util_map.png
The die is cut into 9 by 7 equal tiles; white is low, dark blue is high, 0 to 100% covered.
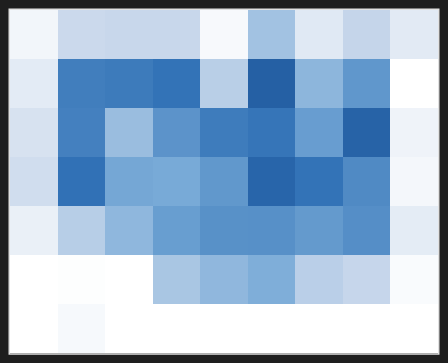
m1.png
Supply wires on this layer in grey.
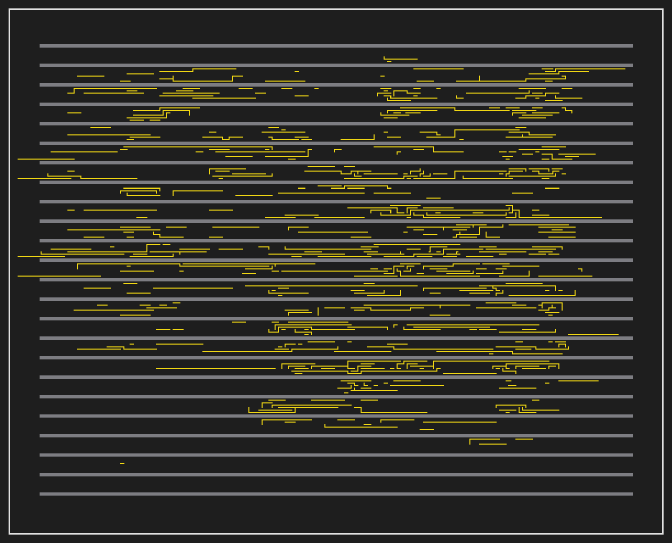
<file path="src/rtl/uart_rx_param.sv">
`default_nettype none
// ============================================================================
// Module   : uart_rx_param
// Brief    : Parametrised UART receiver with glitch rejection, parity/stop
//            checking and a valid/ready output with sticky overrun.
// Revision : 1.0
// ============================================================================
module uart_rx_param #(
   parameter int CLKS_PER_BIT = 217,
   parameter int DATA_BITS    = 8,
   parameter int PARITY       = 0,
   parameter int STOP_BITS    = 1
) (
   input  logic                 i_Clk,
   input  logic                 i_Rst_n,
   input  logic                 i_UART_RX,
   output logic [DATA_BITS-1:0] o_Data,
   output logic                 o_Valid,
   input  logic                 i_Ready,
   output logic                 o_Frame_Err,
   output logic                 o_Parity_Err,
   output logic                 o_Overrun,
   output logic                 o_Busy
);

   localparam int               CNT_W      = (CLKS_PER_BIT > 1) ? $clog2(CLKS_PER_BIT) : 1;
   localparam int               HALF       = CLKS_PER_BIT / 2;
   localparam logic [CNT_W-1:0] HALF_LAST  = CNT_W'(HALF - 1);
   localparam logic [CNT_W-1:0] BIT_LAST   = CNT_W'(CLKS_PER_BIT - 1);
   localparam logic [3:0]       DATA_LAST  = 4'(DATA_BITS - 1);
   localparam logic             STOP_LAST  = 1'(STOP_BITS - 1);
   localparam logic             HAS_PARITY = (PARITY != 0);
   localparam logic             ODD_PARITY = (PARITY == 1);

   typedef enum logic [2:0] {
      S_IDLE   = 3'd0,
      S_START  = 3'd1,
      S_DATA   = 3'd2,
      S_PARITY = 3'd3,
      S_STOP   = 3'd4,
      S_BREAK  = 3'd5
   } state_t;

   state_t               state, state_nx;
   logic                 rx_meta, rx_s;
   logic [CNT_W-1:0]     cnt, cnt_nx;
   logic [3:0]           bit_idx, bit_idx_nx;
   logic                 stop_idx, stop_idx_nx;
   logic [DATA_BITS-1:0] shift, shift_nx;
   logic                 par_err, par_err_nx;
   logic                 frm_err, frm_err_nx;
   logic [DATA_BITS-1:0] data_nx;
   logic                 valid_nx, fe_nx, pe_nx, ovr_nx;
   logic                 accept, frame_bad, frame_done, bit_tick;

   // Both flops reset high so a released reset never looks like a start edge
   // unless the line really is low.
   always_ff @(posedge i_Clk or negedge i_Rst_n) begin
      if (!i_Rst_n) begin
         rx_meta <= 1'b1;
         rx_s    <= 1'b1;
      end else begin
         rx_meta <= i_UART_RX;
         rx_s    <= rx_meta;
      end
   end

   assign accept    = o_Valid & i_Ready;
   assign frame_bad = frm_err | ~rx_s;
   assign bit_tick  = (cnt == BIT_LAST);
   assign o_Busy    = (state != S_IDLE);

   always_comb begin
      state_nx    = state;
      cnt_nx      = cnt;
      bit_idx_nx  = bit_idx;
      stop_idx_nx = stop_idx;
      shift_nx    = shift;
      par_err_nx  = par_err;
      frm_err_nx  = frm_err;
      data_nx     = o_Data;
      valid_nx    = o_Valid;
      fe_nx       = o_Frame_Err;
      pe_nx       = o_Parity_Err;
      ovr_nx      = o_Overrun;
      frame_done  = 1'b0;

      if (accept) begin
         valid_nx = 1'b0;
         ovr_nx   = 1'b0;
      end

      case (state)
         S_IDLE: begin
            if (!rx_s) begin
               state_nx = S_START;
               cnt_nx   = '0;
            end
         end
         S_START: begin
            if (cnt == HALF_LAST) begin
               cnt_nx = '0;
               if (rx_s) begin
                  state_nx = S_IDLE;
               end else begin
                  state_nx    = S_DATA;
                  bit_idx_nx  = '0;
                  stop_idx_nx = 1'b0;
                  par_err_nx  = 1'b0;
                  frm_err_nx  = 1'b0;
               end
            end else begin
               cnt_nx = cnt + 1'b1;
            end
         end
         S_DATA: begin
            if (bit_tick) begin
               cnt_nx   = '0;
               shift_nx = {rx_s, shift[DATA_BITS-1:1]};
               if (bit_idx == DATA_LAST) begin
                  state_nx = HAS_PARITY ? S_PARITY : S_STOP;
               end else begin
                  bit_idx_nx = bit_idx + 1'b1;
               end
            end else begin
               cnt_nx = cnt + 1'b1;
            end
         end
         S_PARITY: begin
            if (bit_tick) begin
               cnt_nx     = '0;
               par_err_nx = (^shift) ^ rx_s ^ ODD_PARITY;
               state_nx   = S_STOP;
            end else begin
               cnt_nx = cnt + 1'b1;
            end
         end
         S_STOP: begin
            if (bit_tick) begin
               cnt_nx     = '0;
               frm_err_nx = frame_bad;
               if (stop_idx == STOP_LAST) begin
                  frame_done = 1'b1;
                  // A low stop bit may be a held-low line; wait for it to rise.
                  state_nx   = frame_bad ? S_BREAK : S_IDLE;
               end else begin
                  stop_idx_nx = 1'b1;
               end
            end else begin
               cnt_nx = cnt + 1'b1;
            end
         end
         S_BREAK: begin
            if (rx_s) begin
               state_nx = S_IDLE;
            end
         end
         default: begin
            state_nx = S_IDLE;
         end
      endcase

      // A word finishing on an accepting edge replaces the one being consumed.
      if (frame_done) begin
         if (!o_Valid || i_Ready) begin
            data_nx  = shift;
            fe_nx    = frame_bad;
            pe_nx    = par_err;
            valid_nx = 1'b1;
         end else begin
            ovr_nx = 1'b1;
         end
      end
   end

   always_ff @(posedge i_Clk or negedge i_Rst_n) begin
      if (!i_Rst_n) begin
         state        <= S_IDLE;
         cnt          <= '0;
         bit_idx      <= '0;
         stop_idx     <= 1'b0;
         shift        <= '0;
         par_err      <= 1'b0;
         frm_err      <= 1'b0;
         o_Data       <= '0;
         o_Valid      <= 1'b0;
         o_Frame_Err  <= 1'b0;
         o_Parity_Err <= 1'b0;
         o_Overrun    <= 1'b0;
      end else begin
         state        <= state_nx;
         cnt          <= cnt_nx;
         bit_idx      <= bit_idx_nx;
         stop_idx     <= stop_idx_nx;
         shift        <= shift_nx;
         par_err      <= par_err_nx;
         frm_err      <= frm_err_nx;
         o_Data       <= data_nx;
         o_Valid      <= valid_nx;
         o_Frame_Err  <= fe_nx;
         o_Parity_Err <= pe_nx;
         o_Overrun    <= ovr_nx;
      end
   end

endmodule
`default_nettype wire

</file>
<file path="config.mk">
export PLATFORM = sky130hd
export DESIGN_NAME = uart_rx_param
export DESIGN_NICKNAME = d
export VERILOG_FILES = /design/src/rtl/uart_rx_param.sv
export SDC_FILE = /design/constraint.sdc
export NUM_CORES = 1
export LEC_CHECK = 0
export ABC_AREA = 0
export CAP_MARGIN = 10
export CORE_AREA = 4 4 87 69
export CTS_CLUSTER_SIZE = 40
export DETAILED_ROUTE_END_ITERATION = 10
export DIE_AREA = 0 0 91 73
export GPL_ROUTABILITY_DRIVEN = 1
export PLACE_DENSITY = 0.58
export REMOVE_ABC_BUFFERS = 1
export SETUP_SLACK_MARGIN = 0.1
export SYNTH_ARGS = -nofsm -noshare
export SYNTH_HDL_FRONTEND = slang
export SYNTH_SLANG_ARGS = --single-unit
</file>
<file path="constraint.sdc">
create_clock -name i_Clk -period 6.07 [get_ports i_Clk]
set_clock_uncertainty 0.15 [all_clocks]
set_input_delay 1.214 -clock i_Clk [delete_from_list [all_inputs] [get_ports i_Clk]]
set_output_delay 1.214 -clock i_Clk [all_outputs]
set_load 0.02 [all_outputs]
</file>
==> results_dict.tcl <==
# metrics dict for downstream scripts
set metrics [dict create \
    cts.repair.resized 0 \
    holdWs_ns 0.207 \
    rr_startpoint "cnt[0]" \
    root_buffer "clkbuf_8" \
    avgViaCountPerCell 5.39 \
    reg_top3 "cnt x8, o_Data x8, shift x8" \
    cpPeakStageDelay_ns 0.60 \
    rows 23 \
    final_util_pct 44.8 \
    power_frac_comb_pct 2.0 \
    die_y_um 73 \
    htreeDepth 2 \
    sh_comb_area_pct 41.1 \
    hold_start "rx_meta" \
    multi_input_comb_cells 120 \
    powerSeq_mw 0.263 \
    top_cells_by_area "dfrtp_1 46%, mux2_2 9.6%, xnor2_1 3.1%, o21ai_0 3.0%, dfstp_2 2.6%" \
    crit_start "state[1]" \
    synth-cells-yosys 172 \
    pg_clk_mw 0.258 \
    critPathArrivalTime_ns 1.74 \
    ys_sh_mux_pct 10.8 \
    grt_busiest_layer "met2" \
    cp_cell_sequence "nor2_1, nand2_1, clkdlybuf4s50_1" \
    critPathMaxFanout 14 \
    maxCapViolCount 0 \
    drtPass1Iterations 4 \
    numClockSinks 39 \
    signal_buffers 16 \
    area_dominant_class "registers" \
    status "finished clean" \
    numCtsBuffers 5 \
    drt_iter0_drc 69 \
    worstSkewPairLatency_ns 0.29 \
    rsz0062_at_grt "no" \
    cp.required_ns 4.71 \
    start_kind "flop" \
    fin_ws_ns 2.97 \
    crit_path_end_kind "primary output" \
    ys_sh_simple_pct 16.2 \
    vdd.ir_drop.worst_v 0.0000859 \
    mi_logic_area_sq_um 953 \
    antenna_found_initial 0 \
]
-- util_map.png (at the start) --
nearly empty tiles	19%
densest ninth of the die	middle
mean over tiles	34%
fullest tile	81%
emptiest ninth of the die	bottom left
Init Core Util: 38.5%
core area: 0.00518 sq mm

-- m1.png (at the start) --
wire length on this layer	1960 um
main direction	horizontal
longest straight run	23.9 um
nets with wire on the layer	186
Vias: 1352
M1 GR Usage: 17.0%
Detailed Route WL: 3820 um

-- cells in the mapped netlist, types with 2 or more instances --
| library cell | count |
|---|---|
| a21o_1 | 3 |
| a21oi_1 | 6 |
| a22o_1 | 6 |
| a311o_1 | 2 |
| a31oi_1 | 3 |
| buf_2 | 6 |
| dfrtp_1 | 37 |
| dfstp_2 | 2 |
| ha_1 | 3 |
| inv_1 | 6 |
| mux2_2 | 17 |
| nand2_1 | 12 |
| nand2b_1 | 2 |
| nand3_1 | 4 |
| nand3b_1 | 2 |
| nor2_1 | 12 |
| nor2_4 | 2 |
| o211ai_4 | 2 |
| o21ai_0 | 12 |
| o41ai_1 | 2 |
| or2_2 | 2 |
| or4_1 | 2 |
| xnor2_1 | 7 |
